### Placement by cell class, run 1

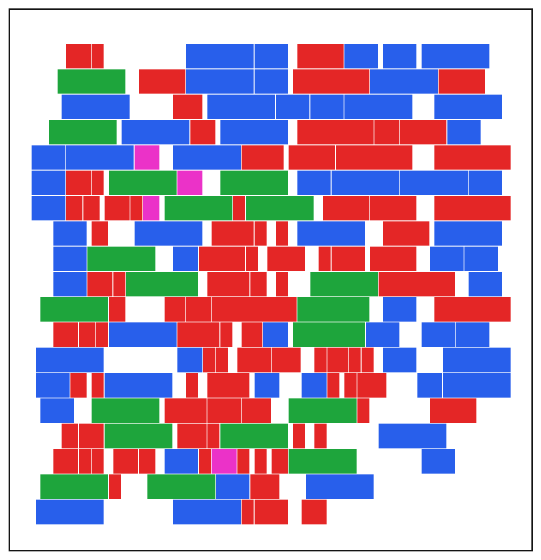
### The clock network, run 1

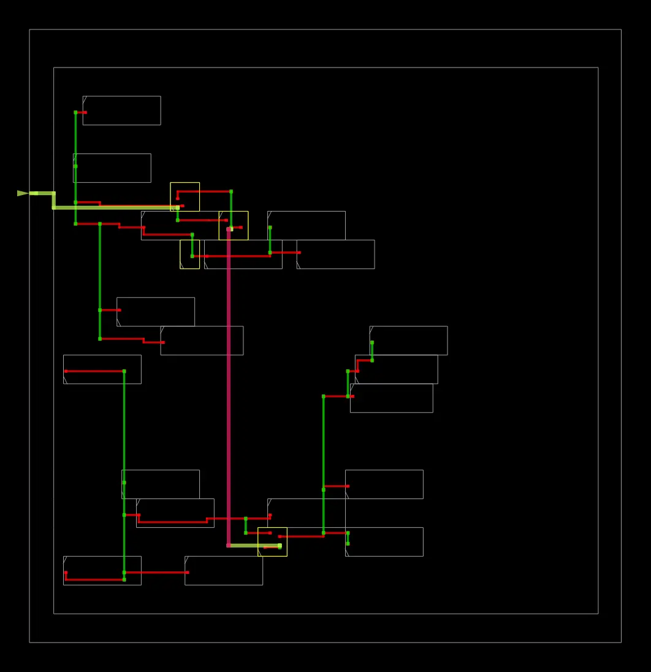
### Sizing map, run 1

Bar = 20 um.
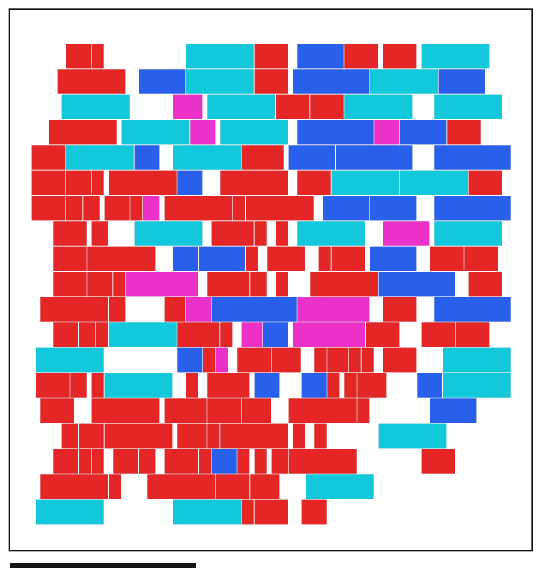
### Routed clock nets over the placement, run 1

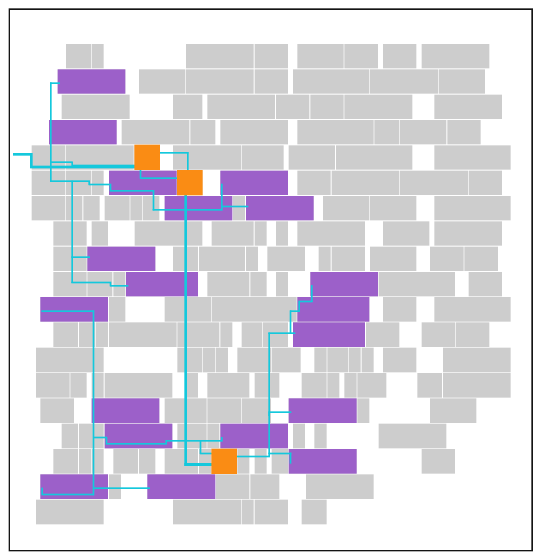
[src/rtl/sort_pkg.sv]
// sort_pkg: shared types and default sizes for the sort scheduler,
// its arbiter, the sort engine and the benches.
package sort_pkg;

    localparam int SORT_DW      = 8;
    localparam int SORT_FRAME   = 6;
    localparam int SORT_TIMEOUT = 64;

    typedef enum logic [1:0] {
        ST_IDLE    = 2'd0,
        ST_LOAD    = 2'd1,
        ST_COLLECT = 2'd2,
        ST_DONE    = 2'd3
    } state_e;

    typedef enum logic {
        OWN_A = 1'b0,
        OWN_B = 1'b1
    } owner_e;

endpackage

[src/rtl/rr_arb2.sv]
// rr_arb2: two-way round-robin picker, purely combinational.
// Ports: i_req_a/i_req_b requests, i_last previous winner,
//        o_grant chosen requester, o_valid any request present.
module rr_arb2
    import sort_pkg::*;
(
    input  logic   i_req_a,
    input  logic   i_req_b,
    input  owner_e i_last,
    output owner_e o_grant,
    output logic   o_valid
);

    always_comb begin
        o_valid = i_req_a | i_req_b;
        if (i_req_a && i_req_b) begin
            // contention: the side that did not win last time goes next
            o_grant = (i_last == OWN_A) ? OWN_B : OWN_A;
        end else if (i_req_b) begin
            o_grant = OWN_B;
        end else begin
            o_grant = OWN_A;
        end
    end

endmodule

[src/rtl/sort_sched.sv]
// sort_sched: round-robin sharing of one FRAME-beat sort engine between
// requesters A and B. Streams the owner's frame into the engine, routes
// the sorted beats back with a done pulse after the last one.
// Ports: clk, rst (sync, active-low); req_a/req_b, din_a/din_b from
//        requesters; gnt_a/gnt_b, res_vld_a/res_vld_b, res_data,
//        done_a/done_b, busy to requesters; sort_dv/sort_din to the
//        engine, sort_vld/sort_res from it.
// Optional: define SORT_SCHED_TIMEOUT_EN for a COLLECT watchdog and a
//        sticky err output (also flags sort_vld outside COLLECT).
module sort_sched
    import sort_pkg::*;
#(
    parameter int DW      = SORT_DW,
    parameter int FRAME   = SORT_FRAME
`ifdef SORT_SCHED_TIMEOUT_EN
    ,
    parameter int TIMEOUT = SORT_TIMEOUT
`endif
) (
    input  logic          clk,
    input  logic          rst,
    input  logic          req_a,
    input  logic          req_b,
    input  logic [DW-1:0] din_a,
    input  logic [DW-1:0] din_b,
    output logic          gnt_a,
    output logic          gnt_b,
    output logic          sort_dv,
    output logic [DW-1:0] sort_din,
    input  logic          sort_vld,
    input  logic [DW-1:0] sort_res,
    output logic          res_vld_a,
    output logic          res_vld_b,
    output logic [DW-1:0] res_data,
    output logic          done_a,
    output logic          done_b,
    output logic          busy
`ifdef SORT_SCHED_TIMEOUT_EN
    ,
    output logic          err
`endif
);

    localparam int CW = (FRAME > 1) ? $clog2(FRAME) : 1;
    localparam logic [CW-1:0] LAST_BEAT = CW'(FRAME - 1);

    state_e        r_state;
    state_e        w_state_nxt;
    owner_e        r_owner;
    owner_e        r_last;
    logic [CW-1:0] r_in_cnt;
    logic [CW-1:0] r_out_cnt;
    logic          r_res_vld;
    logic [DW-1:0] r_res_data;

    owner_e        w_arb_gnt;
    logic          w_arb_vld;
    logic          w_collect_vld;
    logic          w_wd_fire;

    assign w_collect_vld = (r_state == ST_COLLECT) && sort_vld;

    rr_arb2 u_arb (
        .i_req_a (req_a),
        .i_req_b (req_b),
        .i_last  (r_last),
        .o_grant (w_arb_gnt),
        .o_valid (w_arb_vld)
    );

`ifdef SORT_SCHED_TIMEOUT_EN
    localparam int WW = (TIMEOUT > 1) ? $clog2(TIMEOUT) : 1;
    localparam logic [WW-1:0] WD_LAST = WW'(TIMEOUT - 1);

    logic [WW-1:0] r_wd;
    logic          r_err;

    // counts consecutive idle COLLECT cycles; fires on the TIMEOUT-th
    assign w_wd_fire = (r_state == ST_COLLECT) && !sort_vld
                       && (r_wd == WD_LAST);

    always_ff @(posedge clk) begin
        if (!rst) begin
            r_wd  <= '0;
            r_err <= 1'b0;
        end else begin
            if ((r_state == ST_COLLECT) && !sort_vld && !w_wd_fire)
                r_wd <= r_wd + WW'(1);
            else
                r_wd <= '0;
            if (w_wd_fire || (sort_vld && (r_state != ST_COLLECT)))
                r_err <= 1'b1;
        end
    end

    assign err = r_err;
`else
    assign w_wd_fire = 1'b0;
`endif

    // state register and datapath registers
    always_ff @(posedge clk) begin
        if (!rst) begin
            r_state    <= ST_IDLE;
            r_owner    <= OWN_A;
            r_last     <= OWN_B;
            r_in_cnt   <= '0;
            r_out_cnt  <= '0;
            r_res_vld  <= 1'b0;
            r_res_data <= '0;
        end else begin
            r_state   <= w_state_nxt;
            r_res_vld <= 1'b0;

            if ((r_state == ST_IDLE) && w_arb_vld) begin
                r_owner <= w_arb_gnt;
                r_last  <= w_arb_gnt;
            end

            if ((r_state == ST_LOAD) && (r_in_cnt != LAST_BEAT))
                r_in_cnt <= r_in_cnt + CW'(1);
            else
                r_in_cnt <= '0;

            // gaps in sort_vld hold the beat count
            if (r_state != ST_COLLECT)
                r_out_cnt <= '0;
            else if (sort_vld)
                r_out_cnt <= (r_out_cnt == LAST_BEAT) ? '0
                             : r_out_cnt + CW'(1);

            if (w_collect_vld) begin
                r_res_vld  <= 1'b1;
                r_res_data <= sort_res;
            end
        end
    end

    // next-state logic
    always_comb begin
        w_state_nxt = r_state;
        unique case (r_state)
            ST_IDLE:
                if (w_arb_vld) w_state_nxt = ST_LOAD;
            ST_LOAD:
                if (r_in_cnt == LAST_BEAT) w_state_nxt = ST_COLLECT;
            ST_COLLECT:
                if ((sort_vld && (r_out_cnt == LAST_BEAT)) || w_wd_fire)
                    w_state_nxt = ST_DONE;
            ST_DONE:
                w_state_nxt = ST_IDLE;
            default:
                w_state_nxt = ST_IDLE;
        endcase
    end

    // outputs; done lines up with the last registered result beat
    always_comb begin
        gnt_a     = 1'b0;
        gnt_b     = 1'b0;
        sort_dv   = 1'b0;
        sort_din  = '0;
        done_a    = 1'b0;
        done_b    = 1'b0;
        busy      = (r_state != ST_IDLE);
        res_vld_a = r_res_vld && (r_owner == OWN_A);
        res_vld_b = r_res_vld && (r_owner == OWN_B);
        res_data  = r_res_data;
        if (r_state == ST_LOAD) begin
            sort_dv = 1'b1;
            if (r_owner == OWN_A) begin
                gnt_a    = 1'b1;
                sort_din = din_a;
            end else begin
                gnt_b    = 1'b1;
                sort_din = din_b;
            end
        end
        if (r_state == ST_DONE) begin
            done_a = (r_owner == OWN_A);
            done_b = (r_owner == OWN_B);
        end
    end

endmodule

[config.mk]
export PLATFORM = sky130hd
export DESIGN_NAME = sort_sched
export DESIGN_NICKNAME = d
export VERILOG_FILES = /design/src/rtl/sort_pkg.sv /design/src/rtl/rr_arb2.sv /design/src/rtl/sort_sched.sv
export SDC_FILE = /design/constraint.sdc
export NUM_CORES = 1
export LEC_CHECK = 0
export CAP_MARGIN = 20
export CORE_AREA = 2 2 54 56
export CTS_CLUSTER_DIAMETER = 100
export CTS_CLUSTER_SIZE = 20
export DETAILED_ROUTE_END_ITERATION = 16
export DIE_AREA = 0 0 56 58
export GPL_ROUTABILITY_DRIVEN = 0
export PLACE_DENSITY_LB_ADDON = 0.3
export SYNTH_ARGS = -nofsm -noshare
export SYNTH_HDL_FRONTEND = slang
export SYNTH_SLANG_ARGS = --single-unit
[constraint.sdc]
create_clock -name clk -period 1.7 [get_ports clk]
set_clock_uncertainty 0.1 [all_clocks]
set_input_delay 0.17 -clock clk [delete_from_list [all_inputs] [get_ports clk]]
set_output_delay 0.17 -clock clk [all_outputs]
set_load 0.1 [all_outputs]
==> impl_metrics.tcl, run 1 <==
# collected from the flow reports
set metrics [dict create \
    crit_type "reg -> out" \
    yosys_warnings 0 \
    worstPathMaxFanout 12 \
    crit_required_ns 1.43 \
    tool_warnings 33 \
    maxSlewHeadroom_pct 64.38 \
    setup_viol 0 \
    root_buffer "clkbuf_4" \
    drv_slew 0 \
    comb_power_share_pct 72.1 \
    edf_count 0 \
    ir_worst_vdd_mv 1.183 \
    drt-initial-drc-count 12 \
    met3_usage_pct 5.804 \
    fin_nets 213 \
    cts_hold_buf 0 \
    io_pins 53 \
    syn-instance-count 118 \
    initCoreUtil_pct 38.02 \
    most_common_cell "nand2_1" \
    die_w_um 56 \
    p_seq_share_pct 19.8 \
    finalClockPeriodUsage_pct 98.84 \
    fp_nets 154 \
    period_needed_ns 1.680 \
    tns_ns 0 \
    hold-path-endpoint "res_data[6]$_SDFFE_PN0P_" \
    internal-power_w 0.001472 \
    post_cts_buffers 0 \
    route.vias.total 1057 \
    lay_top_count "clkdlybuf4s50_1" \
    hold_violations 0 \
    antenna_found_initial 0 \
    grtUsageMet1_pct 19.05 \
    endpoint "sort_din[7]" \
    routedWlPerCell_um 13.84 \
    grt_max_degree 18 \
    track_usage_pct 17.32 \
    r2r_end "r_state[0]$_SDFFE_PN0P_" \
    ys_types 22 \
    grt_first_pass_wirelength_um 4491 \
    tightestPinTransition_ns 0.5327 \
    critPathLaunch "r_owner$_SDFFE_PN0P_" \
    critical_path.startpoint_type "register" \
    area_leaders "dfxtp_1 38%, mux2i_1 11%, ha_1 8.7%" \
    synth_area_leader_cell "dfxtp_1" \
    vias_per_cell 5.106 \
    placed_area_um2 1904 \
    grt_overflow 0 \
    drc 0 \
    hpwl_um 2121 \
    hold_start "sort_res[6]" \
    outcome "finished clean" \
    rrSetupSlack_ns 0.05 \
    met2_usage_pct 30.92 \
    ys.flops 19 \
    grt_most_used_layer "met2" \
    drv_cap 0 \
    reg2regPathDepth 5 \
    power_leakage_nw 0.7902 \
    port_buffers 52 \
    ff_type "dfxtp_1" \
    drtAntennaViolNets 0 \
    ys_area_um2 1012 \
    diodes 0 \
    avgSynthCellArea_um2 8.578 \
    switchingPower_w 0.001421 \
    hold_path_class "in -> reg" \
    place_worst_setup_slack_ns -0.0008563 \
    cts_resized 11 \
    rr_startpoint "r_state[0]$_SDFFE_PN0P_" \
    cp.arrival_ns 1.41 \
    async_reset_ff_share_pct 0 \
    max_freq_mhz 595.1 \
    drt-pass1-iter-count 6 \
    top_cell_area_share_pct 37.58 \
    critPathCaptureType "primary output" \
    die_area_um2 3248 \
    cts_tree "yes" \
    drive_gt1_share_pct 36.36 \
    yosys-top-cells-count "20 x nand2_1, 19 x dfxtp_1, 12 x nor2b_1" \
    layout_top_cells "28 x clkdlybuf4s50_1, 26 x buf_12, 20 x nand2_1" \
    power_density_nw_per_um2 1385 \
    die_h_um 58 \
    switching_share_pct 49.11 \
    ys_seq_share_pct 37.58 \
    hold_depth 3 \
    clock_tree.buffer_depth 2 \
    ctsHtreeMaxLevel 1 \
    yosys_cells 118 \
    timing.hold.ws_ns 0.3226 \
    netlist_area_um2 1012 \
    grt_pass1_vias 999 \
    clk_pin_slew_ns 0.12 \
    wl_um 2865 \
]
About 'Placement by cell class':
[clock drivers and dummy loads] magenta | cells: 4
[remaining buffers and delay cells] blue | cells: 60
[sequential cells] green | cells: 19
[combinational and other logic] red | cells: 93
# rows: 19
Core ar.: 2663 um2
Final Util: 78.43%
Seq area share: 18.39%
cell area after layout: 2088 um2

About 'The clock network':
Worst-Skew Late Latency: 0.31 ns
clock buffer count: 3
clock-net power: 0.000236 W
CTS Buf Count: 3
Clock Sinks: 19

About 'Sizing map':
[_6 and larger] cyan | cells: 26 | share: 15% | most used: buf_12
[_3 and _4 cells] blue | cells: 27 | share: 15% | most used: nor2b_4
[_2 cells] magenta | cells: 11 | share: 6.3%
[_0 and _1 cells] red | cells: 112 | share: 64% | most used: clkdlybuf4s50_1
final setup margin: 0.01967 ns
Non-CTS buffers: 60
Area Overhead vs Synth: 106.3%

About 'Routed clock nets over the placement':
[clock wires] cyan | length: 225 um
[flip-flops] purple | count: 19
[clock drivers] orange | count: 3
routed clock nets: 4
clock group share of total power: 8.2%

## run 1: logic make-up after synthesis
kind of cell | count (synthesis) | share of synthesized area [%]
fa+ha+maj | 7 | 8.652
mux | 11 | 10.88
buf+inv | 10 | 3.955
xor+xnor | 1 | 0.8654
simple gates | 56 | 27.07
flops | 19 | 37.58
compound gates | 14 | 11.00
## run 1: layer usage
layer / vias up / wire length (um)
met1: 500 / 1005
met3: 2 / 217
li1: 516 / -
met4: 0 / 29
met5: - / 0
met2: 39 / 1612
## run 1: cell type report
type	count	area (um2)
sequential	19	384.1
clock buffer	3	22.52
fill	170	574.3
inverter	4	15.01
multi-input combinational	89	777.0
tap	31	38.79
clock inverter	1	5.005
timing repair buffer	60	845.8
## run 1: power groups by stage
stage | sequential, W | combinational, W | clock (W)
4_1_cts | 0.000570 | 0.00196 | 0.000237
3_5_place_dp | 0.000574 | 0.00191 | 0
6_report | 0.000572 | 0.00209 | 0.000236
2_1_floorplan | 0.000682 | 0.00117 | 0
5_1_grt | 0.000580 | 0.00216 | 0.000252
3_3_place_gp | 0.000570 | 0.00188 | 0
## run 1: critical path, stage by stage, from the launching register on
cell,delay (ns)
dfxtp_2,0.37
buf_12,0.19
mux2i_2,0.30
nor2b_4,0.07
buf_12,0.17
## run 1: through the flow
stage / power (W) / cells / util [%]
6_report: 0.002893 / 207 / 78.43
3_5_place_dp: 0.002489 / 198 / 71.52
2_1_floorplan: 0.001856 / 118 / -
5_1_grt: 0.002990 / 207 / 78.43
4_1_cts: 0.002766 / 202 / 74.06
3_3_place_gp: 0.002447 / 198 / 71.52
## run 1: state kept, by name, indices dropped and copies added (netlist names)
register,flops
r_state,2
r_last,1
res_data,8
r_owner,1
r_out_cnt,3
r_res_vld,1
r_in_cnt,3
### Where the registers sit, run 1

Bar = 20 um.
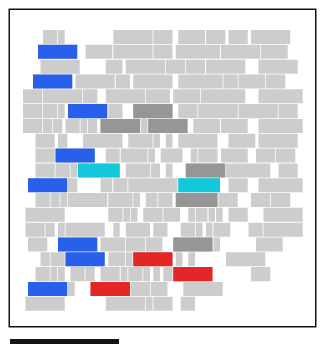

==> run 2, diff against run 1 <==
Settings changed: PLACE_DENSITY set to 0.78, PLACE_DENSITY_LB_ADDON 0.3 to unset.
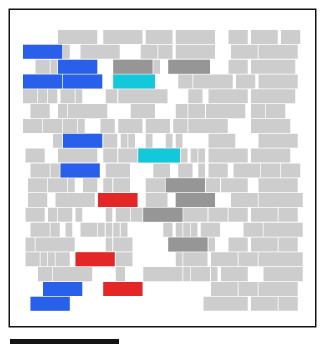
*Where the registers sit, run 2*
Bar = 20 um.
[r_out_cnt] red | sequential cells: 3
[r_state] cyan | sequential cells: 2
[res_data] blue | sequential cells: 8
not coloured: 6

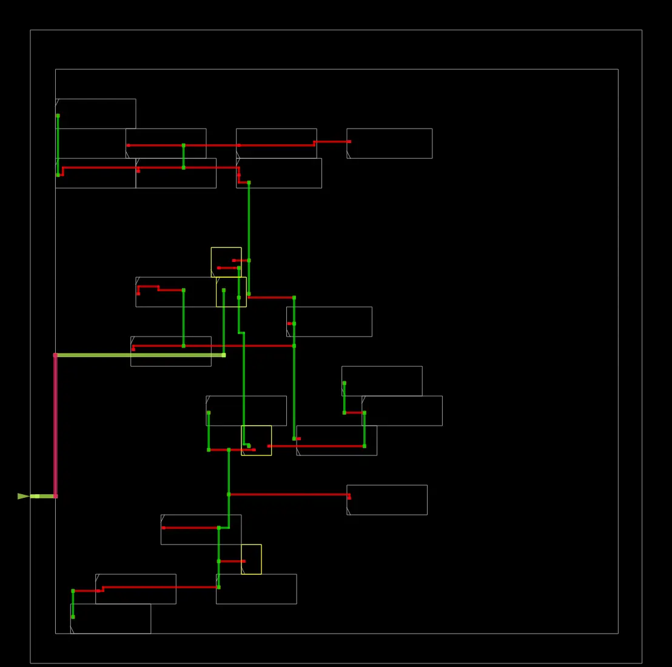
*The clock network, run 2*
Worst-Skew Late Latency: 0.29 ns
flip-flops: 19
clock-net power: 0.000225 W

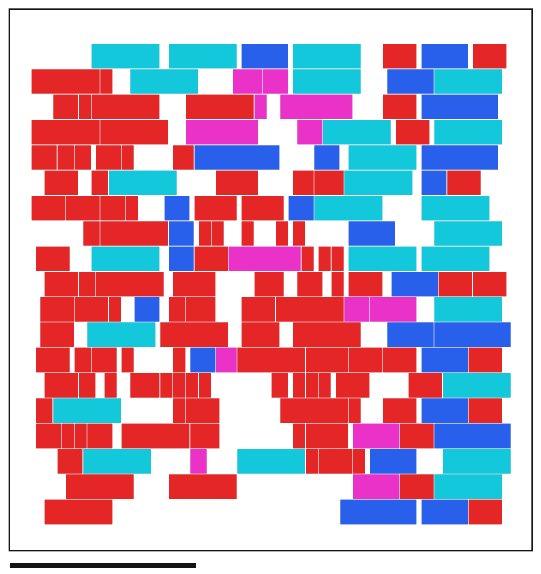
*Sizing map, run 2*
Bar = 20 um.
[_2 cells] magenta | cells: 13 | share: 7.5%
[_3 and _4 cells] blue | cells: 24 | share: 14% | most used: nor2b_4
[_0 and _1 cells] red | cells: 112 | share: 64% | most used: clkdlybuf4s50_1
[_6 and larger] cyan | cells: 25 | share: 14% | most used: buf_12

==> run 2 against run 1 <==
  * Synthesized area stayed put
  * Synthesized cell count did not move
  * Routed wire length up 8.0%
  * Total power down 2.1%
  * Critical path type unchanged
  * Die area unchanged
==> impl_metrics.tcl, run 2 <==
# collected from the flow reports
set metrics [dict create \
    powerComb_w 0.00203 \
    ys_seq_share_pct 37.58 \
    adder_share_pct 8.653 \
    lay_top_count "clkdlybuf4s50_1" \
    clock-sinks 19 \
    crit_required_ns 1.43 \
    switchingPower_w 0.001402 \
    rows 19 \
    syn-instance-count 118 \
    tns_ns 0 \
    ys_area_um2 1012 \
    track_usage_pct 17.50 \
    r2r_end "r_state[1]$_SDFFE_PN0P_" \
    cts-buffers-inserted 3 \
    critical_path.startpoint_type "register" \
    ys_types 22 \
    root_buffer "clkbuf_4" \
    final_cells 205 \
    rr_startpoint "r_state[0]$_SDFFE_PN0P_" \
    top_logic_kind "simple AND/OR/NAND/NOR gates" \
    cpMaxStageDelayCell "dfxtp_2" \
    area_leaders "dfxtp_1 38%, mux2i_1 11%, ha_1 8.7%" \
    cts_resized 1 \
    grt_first_pass_wirelength_um 4540 \
    final_util_pct 76.74 \
    grt_pass1_vias 1113 \
    core_area_um2 2663 \
    edf_count 0 \
    syn_to_final_growth_pct 101.9 \
    comb_power_share_pct 71.8 \
    cts_hold_buf 0 \
    ctsHtreeMaxLevel 1 \
    ir_worst_vdd_mv 1.342 \
    p_seq_share_pct 20.2 \
    die_area_um2 3248 \
    grt_max_degree 18 \
    async_reset_ff_share_pct 0 \
    synth_area_leader_cell "dfxtp_1" \
    drt-initial-drc-count 18 \
    port_buffers 52 \
    clk_pin_slew_ns 0.12 \
    yosys-top-cells-count "20 x nand2_1, 19 x dfxtp_1, 12 x nor2b_1" \
    drive_gt1_share_pct 35.63 \
    wl_um 3093 \
    hold-path-endpoint "res_data[5]$_SDFFE_PN0P_" \
    post_cts_buffers 0 \
    internal-power_w 0.001429 \
    drt-pass1-iter-count 4 \
    route.vias.total 1072 \
    vias_per_cell 5.229 \
    synthAoiAreaFrac_pct 11.00 \
    finalPower_w 0.002831 \
    maxSlewHeadroom_pct 62.91 \
    worstPathMaxFanout 10 \
    tool_warnings 33 \
    largest_reg_flops 8 \
    most_common_cell "nand2_1" \
    grt_overflow 0 \
    hold_path_class "in -> reg" \
    die_w_um 56 \
    io_pins 53 \
    hold_depth 3 \
    tightestPinTransition_ns 0.5547 \
    setup_viol 0 \
    netlist_area_um2 1012 \
    max_freq_mhz 600.0 \
    die_h_um 58 \
    place_inst 199 \
    top_power_group "combinational logic" \
    place_worst_setup_slack_ns 0.05327 \
    timing.hold.ws_ns 0.3505 \
    fp_nets 154 \
    power_sequential_w 0.000573 \
    crit_top_cell "buf_12" \
    ys.flops 19 \
    power_density_nw_per_um2 1386 \
    yosys_warnings 0 \
    power_leakage_nw 0.7759 \
    clock_tree.buffer_depth 2 \
    synth.cellmix.simpleShare_pct 27.07 \
    cts_tree "yes" \
    synthXorXnorAreaFrac_pct 0.8653 \
    cp.arrival_ns 1.40 \
    synth.mux.area_fraction_pct 10.88 \
    crit_type "reg -> out" \
    drv_cap 0 \
    clockPowerShare_pct 8.0 \
    hpwl_um 2277 \
    final_area_um2 2043 \
    switching_share_pct 49.51 \
    hold_start "sort_res[5]" \
    worstPathCellList "buf_12, mux2i_2, nor2b_4, buf_12" \
    setup_ws_ns 0.03320 \
    diodes 0 \
    avgSynthCellArea_um2 8.578 \
    initCoreUtil_pct 38.02 \
    fin_nets 211 \
    routedWlPerCell_um 15.09 \
    outcome "finished clean" \
    cp_slowest_stage_delay_ns 0.37 \
    drv_slew 0 \
    rrSetupSlack_ns 0.10 \
    hold_violations 0 \
    yosys_cells 118 \
    antenna_found_initial 0 \
    reg2regPathDepth 4 \
    period_needed_ns 1.667 \
    drc 0 \
    critPathCaptureType "primary output" \
    top_cell_area_share_pct 37.58 \
    ff_type "dfxtp_1" \
    finalClockPeriodUsage_pct 98.05 \
    layout_top_cells "28 x clkdlybuf4s50_1, 25 x buf_12, 20 x nand2_1" \
    placed_area_um2 1912 \
    drtAntennaViolNets 0 \
]
==> run 2: cell counts after synthesis <==
No cell type changed its count.
==> run 2: kinds of logic (layout without fill, tap and decap cells) <==
| family | after synthesis | after routing |
|---|---|---|
| buffers and inverters | 10 | 66 |
| AND-OR/OR-AND | 14 | 14 |
| XOR/XNOR | 1 | 1 |
| multiplexers | 11 | 11 |
| flip-flops | 19 | 19 |
| AND/OR/NAND/NOR | 56 | 56 |
| adder cells (fa/ha/maj) | 7 | 7 |
==> run 2: worst max path at each step <==
stage                                       start                  endpoint  cells after the start
after floorplan           r_state[1]$_SDFFE_PN0P_               sort_din[0]                      4
final                        r_owner$_SDFFE_PN0P_               sort_din[7]                      4
after CTS                    r_owner$_SDFFE_PN0P_               sort_din[5]                      4
after global routing         r_owner$_SDFFE_PN0P_               sort_din[7]                      4
after detailed placement  r_state[0]$_SDFFE_PN0P_  res_data[2]$_SDFFE_PN0P_                      6
after global placement                   sort_vld   r_state[0]$_SDFFE_PN0P_                      4
==> run 2: cell type report <==
class / count / area, um2
Sequential cell: 19 / 384.1
Tap cell: 31 / 38.79
Fill cell: 177 / 619.3
Multi-Input combinational cell: 89 / 759.5
Clock inverter: 1 / 5.005
Timing Repair Buffer: 58 / 818.3
Clock buffer: 3 / 22.52
Inverter: 4 / 15.01
==> run 2: worst max-delay path, delay by kind of cell (launching register included) <==
kind	cells	cell delay [ns]
DFF	1	0.37
and+or+nand+nor	1	0.07
muxes	1	0.31
buffers and inverters	2	0.34
==> run 2: per-layer routing <==
metal	routed length, um	GRT usage (%)	up-vias	share of wire, %
met3	295	4.688	4	9.5
met2	1645	35.63	54	53
met1	1100	17.08	501	36
li1	-	-	513	-
met4	53	5.102	0	1.7
met5	0	0	-	0
Power figures rest on the tool's default switching activity, not on a simulated workload.
